[src/rtl/risc_pkg.sv]
// Shared definitions for the 13-bit RISC core: widths, NOP encoding, opcode field, imem states.
package risc_pkg;

  localparam int unsigned IW = 13;
  localparam int unsigned AW = 5;

  localparam logic [IW-1:0] Nop = 13'h0000;

  localparam int unsigned OpMsb = 12;
  localparam int unsigned OpLsb = 9;

  typedef enum logic [1:0] {
    StIdle,
    StLoad,
    StRun
  } imem_state_e;

endpackage

[src/rtl/risc_imem_if.sv]
// Loader and fetch signals between the instruction memory and its users.
interface risc_imem_if #(
  parameter int unsigned IW = risc_pkg::IW,
  parameter int unsigned AW = risc_pkg::AW
);

  logic          load_start;
  logic          ld_valid;
  logic [IW-1:0] ld_data;
  logic          ld_last;
  logic          ld_ready;
  logic [AW:0]   ld_count;
  logic [AW-1:0] pc;
  logic [IW-1:0] instruction;
  logic          iu_hold;
  logic          fetch_err;

  // Memory side
  modport slave (
    input  load_start, ld_valid, ld_data, ld_last, pc,
    output ld_ready, ld_count, instruction, iu_hold, fetch_err
  );

  // Loader / instruction-unit side
  modport master (
    output load_start, ld_valid, ld_data, ld_last, pc,
    input  ld_ready, ld_count, instruction, iu_hold, fetch_err
  );

endinterface

[src/rtl/risc_imem_array.sv]
// 2**AW x IW register file: async clear, one write port, one combinational read port.
module risc_imem_array #(
  parameter int unsigned IW = risc_pkg::IW,
  parameter int unsigned AW = risc_pkg::AW
) (
  input  logic          clk,
  input  logic          rst_n,
  input  logic          we_i,
  input  logic [AW-1:0] waddr_i,
  input  logic [IW-1:0] wdata_i,
  input  logic [AW-1:0] raddr_i,
  output logic [IW-1:0] rdata_o
);

  logic [IW-1:0] mem_q [2**AW];

  // Storage: whole array clears on reset so a partial program never survives
  always_ff @(posedge clk or negedge rst_n) begin
    if (!rst_n) begin
      for (int i = 0; i < 2**AW; i++) begin
        mem_q[i] <= '0;
      end
    end else if (we_i) begin
      mem_q[waddr_i] <= wdata_i;
    end
  end

  // Read port
  always_comb begin
    rdata_o = mem_q[raddr_i];
  end

endmodule

[src/rtl/risc_imem.sv]
// Instruction memory: program loader FSM plus registered fetch port for risc_iunit.
module risc_imem #(
  parameter int unsigned IW = risc_pkg::IW,
  parameter int unsigned AW = risc_pkg::AW
) (
  input  logic        clk,
  input  logic        rst_n,
  risc_imem_if.slave  bus
);

  import risc_pkg::*;

  // Count value whose transfer fills the last slot
  localparam logic [AW:0] LastSlot = (AW+1)'((1 << AW) - 1);

  imem_state_e   state_q, state_d;
  logic [AW:0]   count_q, count_d;
  logic [IW-1:0] instr_q, instr_d;
  logic          err_q, err_d;
  logic          wr_en;
  logic          in_range;
  logic [IW-1:0] rd_data;

  risc_imem_array #(
    .IW (IW),
    .AW (AW)
  ) u_array (
    .clk     (clk),
    .rst_n   (rst_n),
    .we_i    (wr_en),
    .waddr_i (count_q[AW-1:0]),
    .wdata_i (bus.ld_data),
    .raddr_i (bus.pc),
    .rdata_o (rd_data)
  );

  // Only words actually loaded are served
  assign in_range = {1'b0, bus.pc} < count_q;

  // Next-state, write enable and fetch result
  always_comb begin
    state_d = state_q;
    count_d = count_q;
    instr_d = IW'(Nop);
    err_d   = 1'b0;
    wr_en   = 1'b0;
    unique case (state_q)
      StIdle: begin
        if (bus.load_start) begin
          state_d = StLoad;
          count_d = '0;
        end
      end
      StLoad: begin
        // load_start is ignored here, including on the final transfer
        if (bus.ld_valid) begin
          wr_en   = 1'b1;
          count_d = count_q + 1'b1;
          if (bus.ld_last || (count_q == LastSlot)) begin
            state_d = StRun;
          end
        end
      end
      StRun: begin
        if (in_range) begin
          instr_d = rd_data;
        end else begin
          err_d = 1'b1;
        end
        if (bus.load_start) begin
          state_d = StLoad;
          count_d = '0;
        end
      end
      default: state_d = StIdle;
    endcase
  end

  // State, counter and output registers
  always_ff @(posedge clk or negedge rst_n) begin
    if (!rst_n) begin
      state_q <= StIdle;
      count_q <= '0;
      instr_q <= '0;
      err_q   <= 1'b0;
    end else begin
      state_q <= state_d;
      count_q <= count_d;
      instr_q <= instr_d;
      err_q   <= err_d;
    end
  end

  assign bus.ld_ready    = (state_q == StLoad);
  assign bus.iu_hold     = (state_q != StRun);
  assign bus.ld_count    = count_q;
  assign bus.instruction = instr_q;
  assign bus.fetch_err   = err_q;

endmodule
[src/flat_wrapper.sv]
// flat-port wrapper written by rule: the top's interface ports become plain ports
module risc_imem_flat import risc_pkg::*;
#(
  parameter int unsigned IW = risc_pkg::IW,
  parameter int unsigned AW = risc_pkg::AW
)
  (clk, rst_n, bus_load_start, bus_ld_valid, bus_ld_data, bus_ld_last, bus_pc, bus_ld_ready, bus_ld_count, bus_instruction, bus_iu_hold, bus_fetch_err);
  risc_imem_if #(.IW(IW), .AW(AW)) bus_i ();
  input  logic clk;
  input  logic rst_n;
  input wire logic [$bits(bus_i.load_start)-1:0] bus_load_start;
  input wire logic [$bits(bus_i.ld_valid)-1:0] bus_ld_valid;
  input wire logic [$bits(bus_i.ld_data)-1:0] bus_ld_data;
  input wire logic [$bits(bus_i.ld_last)-1:0] bus_ld_last;
  input wire logic [$bits(bus_i.pc)-1:0] bus_pc;
  output wire logic [$bits(bus_i.ld_ready)-1:0] bus_ld_ready;
  output wire logic [$bits(bus_i.ld_count)-1:0] bus_ld_count;
  output wire logic [$bits(bus_i.instruction)-1:0] bus_instruction;
  output wire logic [$bits(bus_i.iu_hold)-1:0] bus_iu_hold;
  output wire logic [$bits(bus_i.fetch_err)-1:0] bus_fetch_err;
  assign bus_i.load_start = bus_load_start;
  assign bus_i.ld_valid = bus_ld_valid;
  assign bus_i.ld_data = bus_ld_data;
  assign bus_i.ld_last = bus_ld_last;
  assign bus_i.pc = bus_pc;
  assign bus_ld_ready = bus_i.ld_ready;
  assign bus_ld_count = bus_i.ld_count;
  assign bus_instruction = bus_i.instruction;
  assign bus_iu_hold = bus_i.iu_hold;
  assign bus_fetch_err = bus_i.fetch_err;
  risc_imem #(.IW(IW), .AW(AW)) u_core (.clk(clk), .rst_n(rst_n), .bus(bus_i));
endmodule
[config.mk]
export PLATFORM = sky130hd
export DESIGN_NAME = risc_imem_flat
export DESIGN_NICKNAME = d
export VERILOG_FILES = /design/src/rtl/risc_pkg.sv /design/src/rtl/risc_imem_if.sv /design/src/rtl/risc_imem_array.sv /design/src/rtl/risc_imem.sv /design/src/flat_wrapper.sv
export SDC_FILE = /design/constraint.sdc
export NUM_CORES = 1
export LEC_CHECK = 0
export ABC_AREA = 0
export CAP_MARGIN = 0
export CORE_MARGIN = 3
export CORE_UTILIZATION = 62
export DETAILED_ROUTE_END_ITERATION = 16
export PLACE_DENSITY = 0.87
export RECOVER_POWER = 25
export SLEW_MARGIN = 30
export SYNTH_ARGS = -nofsm -noshare
export SYNTH_HDL_FRONTEND = slang
export SYNTH_SLANG_ARGS = --single-unit
[constraint.sdc]
create_clock -name clk -period 2.63 [get_ports clk]
set_input_delay 0.526 -clock clk [delete_from_list [all_inputs] [get_ports clk]]
set_output_delay 0.526 -clock clk [all_outputs]
set_load 0.02 [all_outputs]
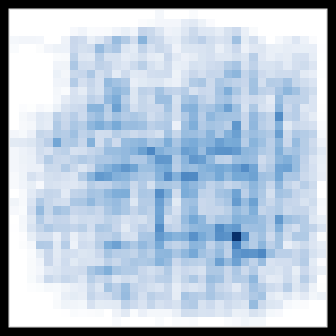
**Above:** run 1 (routed metal per tile).
The die is cut into 37 by 37 equal tiles; white is low, dark blue is high, scaled to the fullest tile. Values are wire area over tile area, all layers added.
densest ninth of the die = centre
tiles over half the peak = 5.1%
mean over tiles = 0.23
DRT Wirelength: 47,600 um
DR vias: 11,669
Routed wire per std cell: 26.9 um
Global Route Usage Sum: 29.2%

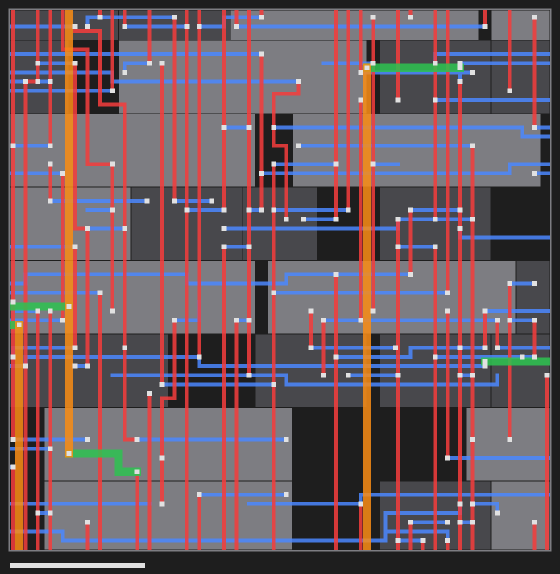
**Above:** run 1 (a small window of the routed layout).
Scale bar: 5 um. Window x 128 to 148, y 128 to 148 um. Cells in grey, sequential cells in the stronger grey; small squares are vias.
red -> M2
green -> M3
orange -> M4
blue -> M1
netlist names of flops here include = u_core.u_array.mem_q (7)
most frequent = mux2_2 (8), dfrtp_1 (7)
cells with their middle in the window = 17
sequential cells in the window = 7

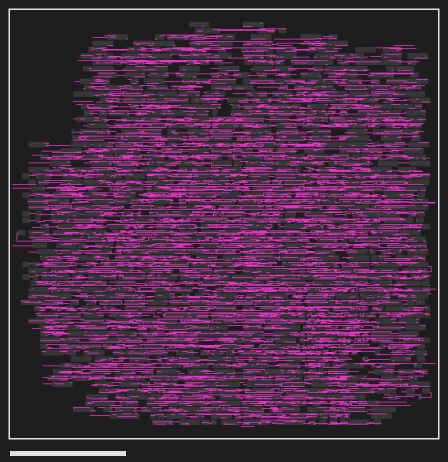
**Above:** run 1 (signal wires on met1).
Scale bar: 50 um. Cells faint in the background.
nets with wire on the layer = 1,284
main direction = horizontal
longest straight run = 56.6 um
grt met1 use: 39.4%

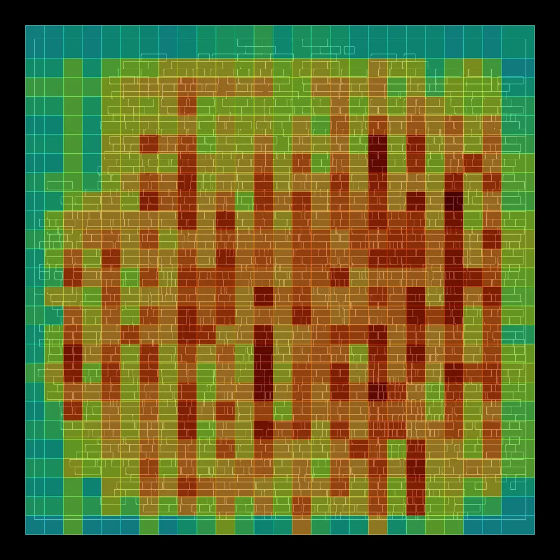
**Above:** run 1 (congestion heat map).
gr busiest metal: met2
M3 GR Usage: 5.21%
final core occ: 73.0%
met2 Use GR: 47.8%

## run 1: routing by layer
layer  GRT usage (%)  vias to the layer above
li1                -                     4842
met1            39.4                     6212
met2            47.8                      482
met3            5.21                      133
met4            11.7                        0
met5               0                        -
## run 1: kinds of logic (layout without fill, tap and decap cells)
family,Yosys count,in the layout,synth area share [%]
mux,520,520,35.6
buf+inv,120,228,2.88
xor+xnor,2,2,0.0888
flops,438,438,55.5
fa+ha+maj,8,8,0.507
simple gates,98,98,2.16
compound gates,78,78,3.21
## run 1: sequential cells by signal, indices dropped and copies added (netlist names)
signal	cells
u_core.bus.fetch_err	1
u_core.u_array.mem_q	416
u_core.bus.instruction	13
u_core.bus.ld_count	6
u_core.state_q	2
## run 1: critical path: stages, from the launching register on
cell             delay (ps)
dfrtp_1                 390
nand2b_1                370
clkdlybuf4s50_1         680
==> results.txt, run 1 <==
flow finished, numbers: Reg-to-Reg End u_core.bus.instruction[9], DR DRC count 0, cell taking the most area after synthesis dfrtp_1, Area leader share 55.5%, critical path endpoint bus_iu_hold, non-clk buf share 6.12%, RSZ-0062 raised after global routing no, inverters 7, worst hold start u_core.u_array.mem_q[146], Rel. slew slack -26.9%, final setup fails 0, max cap viols 1, clock network contribution to total cell area 6.81%, Hold Path End u_core.u_array.mem_q[146], vias in the first global route 12,865, #FFs+latches synth 438, Async SR Flop Fraction 100%, critical path peak fanout 5, Max Slew Vio Count 64, hold slack 499 ps, status finished with violations, yosys warns 0, violated checks max-capacitance violations, max-slew violations, flop share of the area 48.5%
==> run 1 -> run 2 <==
- CAP_MARGIN: 0 -> not set
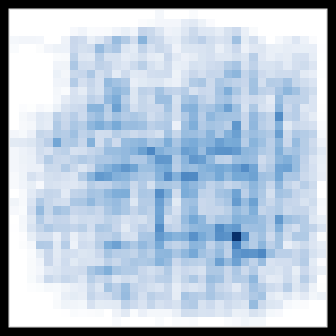
**Above:** run 2 (routed metal per tile).
The die is cut into 37 by 37 equal tiles; white is low, dark blue is high, scaled to the fullest tile. Values are wire area over tile area, all layers added.

==> run 2 against run 1 <==
  * The run still ends with max-capacitance violations, max-slew violations left
  * Worst hold slack is the same
  * Clock skew is the same
  * Core utilization is the same
  * Via count is the same
  * Cell count is the same
  * Final area is the same
  * Area after synthesis is the same
  * Non-clock buffer count is the same
  * Global-route usage is the same
  * Critical path depth is the same
  * Combinational power is essentially flat
  * Register-to-register slack is essentially flat
  * Critical path type unchanged
  * Highest routed layer unchanged
==> results.txt, run 2 <==
flow finished, numbers: status finished with violations, violated checks max-capacitance violations, max-slew violations, aoi share 3.21%, XOR Share, Synth 0.0888%, Reg-to-Reg End u_core.bus.instruction[9], Hold Path End u_core.u_array.mem_q[146], final core occ 73.0%, DR DRC count 0, yosys warns 0, #FFs+latches synth 438, clock network contribution to total cell area 6.81%, cell taking the most area after synthesis dfrtp_1, non-clk buf share 6.12%, adder share 0.507%, hold slack 499 ps, Async SR Flop Fraction 100%, Basic Gates by Area 2.16%, critical path endpoint bus_iu_hold, Max Slew Vio Count 64, vias in the first global route 12,865, max cap viols 1, Reg with most FFs u_core.u_array.mem_q, DRT Wirelength 47,600 um, flop share of the area 48.5%, inverters 7, Routed wire per std cell 26.9 um, critical path peak fanout 5
run 2: cell counts after synthesis:
No cell type changed its count.
run 2: metal layers:
metal	track usage, %	vias to the layer above
met1	39.4	6212
met4	11.7	0
met5	0	-
met2	47.8	482
met3	5.21	133
li1	-	4842
run 2: logic make-up (layout without fill, tap and decap cells):
| family | count (synthesis) | count (layout) |
|---|---|---|
| multiplexers | 520 | 520 |
| flip-flops | 438 | 438 |
| buffers and inverters | 120 | 228 |
| AND/OR/NAND/NOR | 98 | 98 |
| AND-OR/OR-AND | 78 | 78 |
| adder cells (fa/ha/maj) | 8 | 8 |
| XOR/XNOR | 2 | 2 |
run 2: worst max-delay path: stages, from the launching register on:
cell	delay, ps
dfrtp_1	390
nand2b_1	370
clkdlybuf4s50_1	680
No activity file was given, so power comes from the tool's default toggle rates.
